Figure 1. Wires at chosen ports, followed through buffers (run 1).
Drawn at 4 px/um.
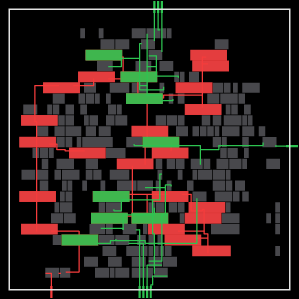
Figure 2. Placement by cell class (run 1).
Drawn at 6 px/um.
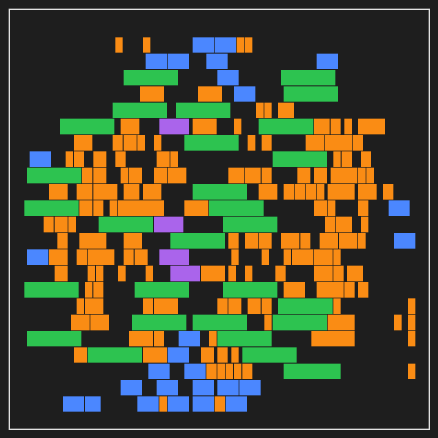
Figure 3. Cell placement (run 1).
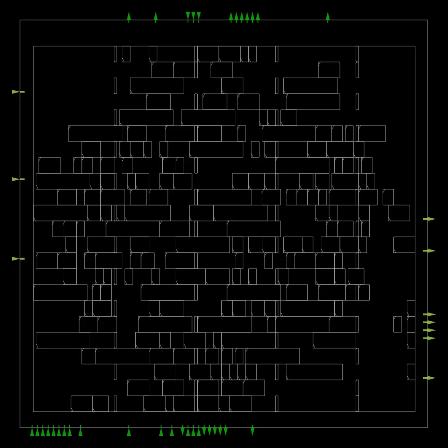
--- config.mk ---
export PLATFORM = sky130hd
export DESIGN_NAME = counter_cmd_driver_flat
export DESIGN_NICKNAME = d
export VERILOG_FILES = /design/src/rtl/counter_cmd_driver_if.sv /design/src/rtl/counter_cmd_driver.sv /design/src/flat_wrapper.sv
export SDC_FILE = /design/constraint.sdc
export NUM_CORES = 1
export LEC_CHECK = 0
export CORE_MARGIN = 2
export CORE_UTILIZATION = 40
export DETAILED_ROUTE_END_ITERATION = 6
export GPL_TIMING_DRIVEN = 1
export PLACE_DENSITY_LB_ADDON = 0.25
export SLEW_MARGIN = 20
export SYNTH_ARGS = -nofsm -noshare
export SYNTH_HDL_FRONTEND = slang
export SYNTH_SLANG_ARGS = --single-unit
--- constraint.sdc ---
create_clock -name clk -period 4.48 [get_ports clk]
set_clock_uncertainty 0.1 [all_clocks]
set_input_delay 0.672 -clock clk [delete_from_list [all_inputs] [get_ports clk]]
set_output_delay 0.672 -clock clk [all_outputs]
set_load 0.02 [all_outputs]
--- src/rtl/counter_cmd_driver_if.sv ---
// Command port of counter_cmd_driver: valid/ready handshake carrying a 2-bit opcode
// and a WIDTH-bit argument.
interface counter_cmd_driver_if #(
    parameter int WIDTH = 8
);
    logic             cmd_valid;
    logic             cmd_ready;
    logic [1:0]       cmd_op;
    logic [WIDTH-1:0] cmd_arg;

    modport master (
        output cmd_valid,
        output cmd_op,
        output cmd_arg,
        input  cmd_ready
    );

    modport slave (
        input  cmd_valid,
        input  cmd_op,
        input  cmd_arg,
        output cmd_ready
    );
endinterface

--- src/rtl/counter_cmd_driver.sv ---
// Initiator for the 8-bit up/down counter: executes CLEAR/LOAD/UP/DOWN commands, mirrors the count in a
// shadow register and (when CNT_DRV_CHECK_EN is defined) flags cycles where ctr_qd disagrees with it.
module counter_cmd_driver #(
    parameter int WIDTH = 8,
    parameter int ERR_W = 8
) (
    input  logic              clk,
    input  logic              reset,
    counter_cmd_driver_if.slave cmd,
    output logic              ctr_clear,
    output logic              ctr_load,
    output logic              ctr_up_down,
    output logic [WIDTH-1:0]  ctr_d,
    input  logic [WIDTH-1:0]  ctr_qd,
    output logic              busy,
    output logic              wrap_pulse,
    output logic              mismatch,
    output logic [ERR_W-1:0]  err_cnt
);

    typedef enum logic [1:0] {
        ST_IDLE,
        ST_CLR,
        ST_LD,
        ST_CNT
    } state_e;

    typedef enum logic [1:0] {
        OP_CLEAR = 2'b00,
        OP_LOAD  = 2'b01,
        OP_UP    = 2'b10,
        OP_DOWN  = 2'b11
    } op_e;

    state_e           state_q, state_d;
    logic [WIDTH-1:0] rem_q, rem_d;
    logic             ud_q, ud_d;
    logic [WIDTH-1:0] ld_val_q, ld_val_d;
    logic [WIDTH-1:0] shadow_q, shadow_d;
    logic             wrap_q, wrap_d;
    logic             armed_q, armed_d;
    logic             ready_c;

    always_ff @(posedge clk or negedge reset) begin
        if (!reset) begin
            state_q  <= ST_IDLE;
            rem_q    <= '0;
            ud_q     <= 1'b1;
            ld_val_q <= '0;
            shadow_q <= '0;
            wrap_q   <= 1'b0;
            armed_q  <= 1'b0;
        end else begin
            state_q  <= state_d;
            rem_q    <= rem_d;
            ud_q     <= ud_d;
            ld_val_q <= ld_val_d;
            shadow_q <= shadow_d;
            wrap_q   <= wrap_d;
            armed_q  <= armed_d;
        end
    end

    // Direction is latched at accept, so the accept cycle itself still counts in the previous direction.
    always_comb begin
        state_d   = state_q;
        rem_d     = rem_q;
        ud_d      = ud_q;
        ld_val_d  = ld_val_q;
        ready_c   = 1'b0;
        ctr_clear = 1'b0;
        ctr_load  = 1'b0;
        case (state_q)
            ST_IDLE: begin
                ready_c = 1'b1;
                if (cmd.cmd_valid) begin
                    case (op_e'(cmd.cmd_op))
                        OP_CLEAR: state_d = ST_CLR;
                        OP_LOAD: begin
                            state_d  = ST_LD;
                            ld_val_d = cmd.cmd_arg;
                        end
                        default: begin
                            state_d = ST_CNT;
                            ud_d    = ~cmd.cmd_op[0];
                            rem_d   = (cmd.cmd_arg == '0) ? WIDTH'(1) : cmd.cmd_arg;
                        end
                    endcase
                end
            end
            ST_CLR: begin
                ctr_clear = 1'b1;
                state_d   = ST_IDLE;
            end
            ST_LD: begin
                ctr_load = 1'b1;
                state_d  = ST_IDLE;
            end
            ST_CNT: begin
                if (rem_q <= WIDTH'(1)) begin
                    state_d = ST_IDLE;
                end else begin
                    rem_d = rem_q - WIDTH'(1);
                end
            end
            default: state_d = ST_IDLE;
        endcase
    end

    // Shadow follows the pins exactly as the counter sees them, including free counting while idle.
    always_comb begin
        shadow_d = shadow_q;
        wrap_d   = 1'b0;
        armed_d  = armed_q | ctr_clear | ctr_load;
        if (ctr_clear) begin
            shadow_d = '0;
        end else if (ctr_load) begin
            shadow_d = ld_val_q;
        end else if (ud_q) begin
            shadow_d = shadow_q + WIDTH'(1);
            wrap_d   = &shadow_q;
        end else begin
            shadow_d = shadow_q - WIDTH'(1);
            wrap_d   = ~|shadow_q;
        end
    end

    assign cmd.cmd_ready = ready_c;
    assign busy          = ~ready_c;
    assign ctr_up_down   = ud_q;
    assign ctr_d         = ld_val_q;
    assign wrap_pulse    = wrap_q;

`ifdef CNT_DRV_CHECK_EN
    logic             mismatch_q;
    logic [ERR_W-1:0] err_q;

    always_ff @(posedge clk or negedge reset) begin
        if (!reset) begin
            mismatch_q <= 1'b0;
            err_q      <= '0;
        end else if (armed_q && (ctr_qd != shadow_q)) begin
            mismatch_q <= 1'b1;
            if (err_q != '1) begin
                err_q <= err_q + ERR_W'(1);
            end
        end
    end

    assign mismatch = mismatch_q;
    assign err_cnt  = err_q;
`else
    logic unused_chk;
    assign unused_chk = ^{ctr_qd, armed_q};
    assign mismatch   = 1'b0;
    assign err_cnt    = '0;
`endif

endmodule
--- src/flat_wrapper.sv ---
// flat-port wrapper written by rule: the top's interface ports become plain ports
module counter_cmd_driver_flat 
#(
    parameter int WIDTH = 8,
    parameter int ERR_W = 8
)
  (clk, reset, ctr_clear, ctr_load, ctr_up_down, ctr_d, ctr_qd, busy, wrap_pulse, mismatch, err_cnt, cmd_cmd_valid, cmd_cmd_op, cmd_cmd_arg, cmd_cmd_ready);
  counter_cmd_driver_if #(.WIDTH(WIDTH)) cmd_i ();
  input  logic clk;
  input  logic reset;
  output logic ctr_clear;
  output logic ctr_load;
  output logic ctr_up_down;
  output logic [WIDTH-1:0] ctr_d;
  input  logic [WIDTH-1:0] ctr_qd;
  output logic busy;
  output logic wrap_pulse;
  output logic mismatch;
  output logic [ERR_W-1:0] err_cnt;
  input wire logic [$bits(cmd_i.cmd_valid)-1:0] cmd_cmd_valid;
  input wire logic [$bits(cmd_i.cmd_op)-1:0] cmd_cmd_op;
  input wire logic [$bits(cmd_i.cmd_arg)-1:0] cmd_cmd_arg;
  output wire logic [$bits(cmd_i.cmd_ready)-1:0] cmd_cmd_ready;
  assign cmd_i.cmd_valid = cmd_cmd_valid;
  assign cmd_i.cmd_op = cmd_cmd_op;
  assign cmd_i.cmd_arg = cmd_cmd_arg;
  assign cmd_cmd_ready = cmd_i.cmd_ready;
  counter_cmd_driver #(.WIDTH(WIDTH), .ERR_W(ERR_W)) u_core (.clk(clk), .reset(reset), .cmd(cmd_i), .ctr_clear(ctr_clear), .ctr_load(ctr_load), .ctr_up_down(ctr_up_down), .ctr_d(ctr_d), .ctr_qd(ctr_qd), .busy(busy), .wrap_pulse(wrap_pulse), .mismatch(mismatch), .err_cnt(err_cnt));
endmodule
==> impl_metrics.py, run 1 <==
# Metrics from the implementation run
metrics = {
    "routing": {
        "ant_nets": 0,
        "drc": 0,
        "wl_per_cell_um": 14.0,
        "totalWireLength_um": 3630,
    },
    "logic_synthesis": {
        "synthAdderAreaFrac_pct": 6.95,
        "ys_seq_share_pct": 40.6,
        "common_cells": "dfrtp_1 (27), a21oi_1 (16), nand2_1 (16)",
        "largest_area_cell": "dfrtp_1",
        "yosys_cells": 184,
        "synthFlopType": "dfrtp_1",
        "synth_cell_types": 44,
        "logic_family": "AND-OR/OR-AND gates",
        "async_reset_ff_share_pct": 100,
    },
    "setup_path": {
        "cp-end-kind": "output pin",
        "cp-startpoint": "u_core.state_q[1]",
        "worstPathMaxFanout": 10,
        "crit_end": "ctr_load",
    },
    "clocking": {
        "cts_root_buf": "clkbuf_8",
        "cts_max_level": 1,
        "cts_tree": "yes",
        "post_cts_buffers": 0,
        "cts.clk_slew.worst_paths_ps": 90,
    },
    "power_and_ir_drop": {
        "pwr-share-clk_pct": 9.5,
        "p_int_uw": 900,
        "share_comb_of_total_power_pct": 58.4,
        "sw_frac_of_total_pct": 44.4,
        "pwr.group.clock_uw": 153,
    },
    "final_timing": {
        "setup_violations": 0,
        "hold_slack_ps": 416,
        "fin_crit_ps": 2730,
        "fmax_mhz": 366,
        "fin_ws_ps": 1750,
        "finalMaxSlewViolations": 0,
    },
    "layout": {
        "nets": 240,
        "layout-drive-gt1-share_pct": 8.61,
        "n_fill_cell": 392,
        "logic_area_sq_um": 926,
        "lay_top_count": "dfrtp_1",
        "layout.cells.non_filler": 259,
    },
    "global_routing": {
        "grt_pass1_wl_um": 6260,
        "antenna_found_initial": 0,
    },
    "run_status": {
        "status": "finished, final reports clean",
    },
    "floorplanning": {
        "die_w_um": 69.8,
        "fp_util_pct": 42.3,
    },
}
Back to the opening pictures, Figure 1:
[green] ctr_d | bits: 8 | direction: output | end cells: 8 | buffers: 8 | wire: 307 um
[red] reset | bits: 1 | direction: input | end cells: 28 | buffers: 2 | wire: 220 um
IO Pins: 44
IO buf count: 26

Back to the opening pictures, Figure 2:
[orange] combinational and other logic | cells: 150 | share of their area: 48%
[purple] clock drivers and dummy loads | cells: 4 | share of their area: 2.8%
[blue] other buffers and delay cells | cells: 27 | share of their area: 13%
[green] flops | cells: 28 | share of their area: 35%

Back to the opening pictures, Figure 3:
Rows: 23
tap cells: 50
core area: 4090 sq um

==> run 1: sequential cells by signal, summed over array words and instances, names as in the netlist <==
| register | cells |
|---|---|
| u_core.ctr_d | 8 |
| u_core.rem_q | 8 |
| u_core.shadow_q | 8 |
| u_core.state_q | 2 |
| u_core.ctr_up_down | 1 |
| u_core.wrap_pulse | 1 |
==> run 1: metal layers <==
layer	share of wire, %	routed length, um	global-route usage, %
met3	1.6	58	1.74
met2	50	1820	26.9
met4	0.99	36	4.49
met5	0	0	0
met1	47	1720	21.1
==> run 1: final cells by class <==
cell class	count	area share [%]
multi-input combinational	141	45.2
sequential	28	34.3
timing repair buffer	27	13.1
tap	50	3.06
clock buffer	4	2.69
inverter	9	1.65
==> run 1 -> run 2 <==
==> constraint.sdc (replaced) <==
create_clock -name clk -period 2.2 [get_ports clk]
set_clock_uncertainty 0.1 [all_clocks]
set_input_delay 0.33 -clock clk [delete_from_list [all_inputs] [get_ports clk]]
set_output_delay 0.33 -clock clk [all_outputs]
set_load 0.02 [all_outputs]
Figure 4. Cell placement (run 2).
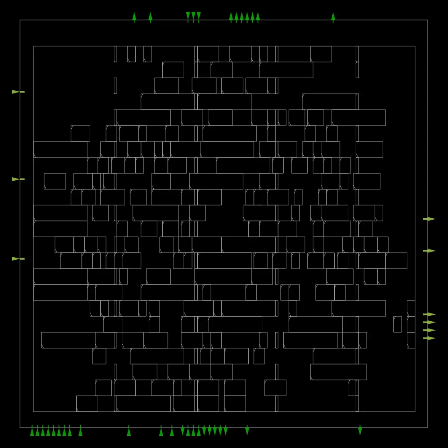
fraction of area in registers: 33.6%
Layout Utilization: 51.3%

Figure 5. Placement by cell class (run 2).
Drawn at 6 px/um.
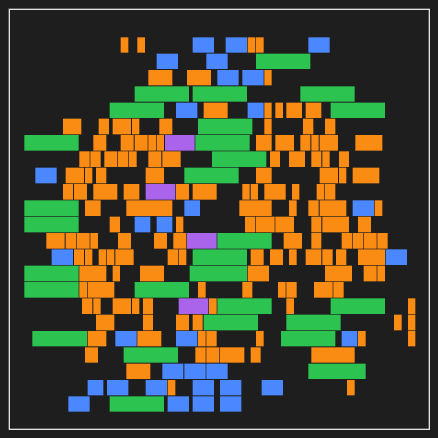
[green] flops | cells: 28 | share of their area: 35%
[purple] clock drivers and dummy loads | cells: 4 | share of their area: 2.7%
[orange] combinational and other logic | cells: 150 | share of their area: 48%
[blue] other buffers and delay cells | cells: 32 | share of their area: 15%

Figure 6. Cell density map (run 2).
Drawn at 6 px/um. The die is cut into 7 by 7 equal tiles; dark blue is low, red is high, 0 to 100% covered.
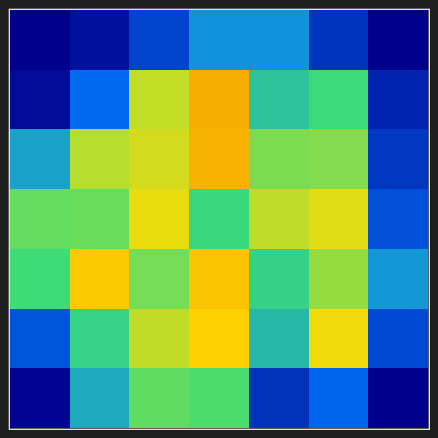
mean over tiles: 42%
tiles over 75% full: 10%
emptiest ninth of the die: top left
nearly empty tiles: 8.2%
fullest tile: 80%

==> run 2 against run 1 <==
Compared with the run above: synthesized cell count is the same; total power grew 110%; clock-buffer cell count did not move; non-clock buffer count rose by 5; clock power increased by 100%; sequential power increased by 100%; first-iteration DRC count is 47% higher; critical path type unchanged.
==> impl_metrics.py, run 2 <==
# Metrics from the implementation run
metrics = {
    "run_status": {
        "status": "finished, final reports clean",
    },
    "final_timing": {
        "hold_slack_ps": 320,
        "rsz0062_at_grt": "no",
        "setup_violations": 0,
        "fmax_mhz": 476,
        "finalSetupTns_ps": 0,
        "finalClockPeriodUsage_pct": 95.4,
        "finalMaxSlewViolations": 0,
        "fin_crit_ps": 2100,
    },
    "floorplanning": {
        "coreArea_sq_um": 4090,
        "ios": 44,
        "fp_util_pct": 42.3,
        "rows": 23,
        "die_w_um": 69.8,
    },
    "setup_path": {
        "path_depth": 2,
        "cp-end-kind": "output pin",
        "worstPathMaxFanout": 9,
        "cp-startpoint": "u_core.state_q[0]",
        "regToRegSetupSlack_ps": 110,
        "crit_end": "ctr_clear",
    },
    "routing": {
        "wl_per_cell_um": 14.5,
        "totalWireLength_um": 3840,
        "met3WireLength_um": 78,
        "routed.top_layer": "met4",
        "route.met2.wl_um": 1940,
        "ant_nets": 0,
        "drc": 0,
    },
    "power_and_ir_drop": {
        "fin_total_pwr_uw": 3370,
        "sw_frac_of_total_pct": 44.1,
        "pwr-share-clk_pct": 9.3,
        "powerSeq_uw": 1060,
        "power_density_nw_per_um2": 1610,
        "share_comb_of_total_power_pct": 59.1,
        "pwr.group.clock_uw": 313,
        "p_leak_uw": 0.000877,
        "p_int_uw": 1880,
    },
    "clocking": {
        "cts.clk_slew.worst_paths_ps": 90,
        "clk_latency_ps": 270,
        "cts_tree": "yes",
        "cts_max_level": 1,
        "cts_root_buf": "clkbuf_8",
    },
    "global_routing": {
        "grt_pass1_vias": 1406,
        "met1_usage_pct": 22.0,
        "grt_most_used_layer": "met2",
        "grt_pass1_wl_um": 6670,
        "met3_usage_pct": 2.33,
        "grtUsageMet2_pct": 29.1,
        "antenna_found_initial": 0,
    },
    "logic_synthesis": {
        "avgSynthCellArea_sq_um": 9.40,
        "common_cells": "dfrtp_1 (27), a21oi_1 (16), nand2_1 (16)",
        "synthFlopType": "dfrtp_1",
        "largest_area_cell": "dfrtp_1",
        "yosys_cells": 184,
        "synth_cell_types": 44,
        "ys_seq_share_pct": 40.6,
        "async_reset_ff_share_pct": 100,
    },
    "layout": {
        "area_growth_pct": 21.1,
        "layout-drive-gt1-share_pct": 12.6,
        "layout.cells.non_filler": 264,
        "nets": 245,
        "most-common-layout-cells": "clkdlybuf4s50_1 (26), dfrtp_1 (26), a21oi_1 (16), nand2_1 (16), nor2_1 (13)",
        "n_fill_cell": 389,
    },
    "placement": {
        "io_buffers": 26,
    },
}
[run 2: area by class of cell]
class | count | area [sq um] | share of cell area, %
sequential | 28 | 703 | 33.6
multi-input combinational | 141 | 935 | 44.6
tap | 50 | 62.6 | 2.99
clock buffer | 4 | 55.1 | 2.63
timing repair buffer | 32 | 305 | 14.6
inverter | 9 | 33.8 | 1.61
[run 2: cells by family (layout without fill, tap and decap cells)]
group                    after synthesis  in the layout  synth area share, %
AND-OR/OR-AND                         51             51                 20.0
XOR/XNOR                               6              6                 3.04
adder cells (fa/ha/maj)                9              9                 6.95
buffers and inverters                 23             45                 7.60
flip-flops                            28             28                 40.6
multiplexers                           9              9                 5.79
other                                  1              9                0.217
AND/OR/NAND/NOR                       57             57                 15.8
Power is estimated from default activity; no workload was simulated.
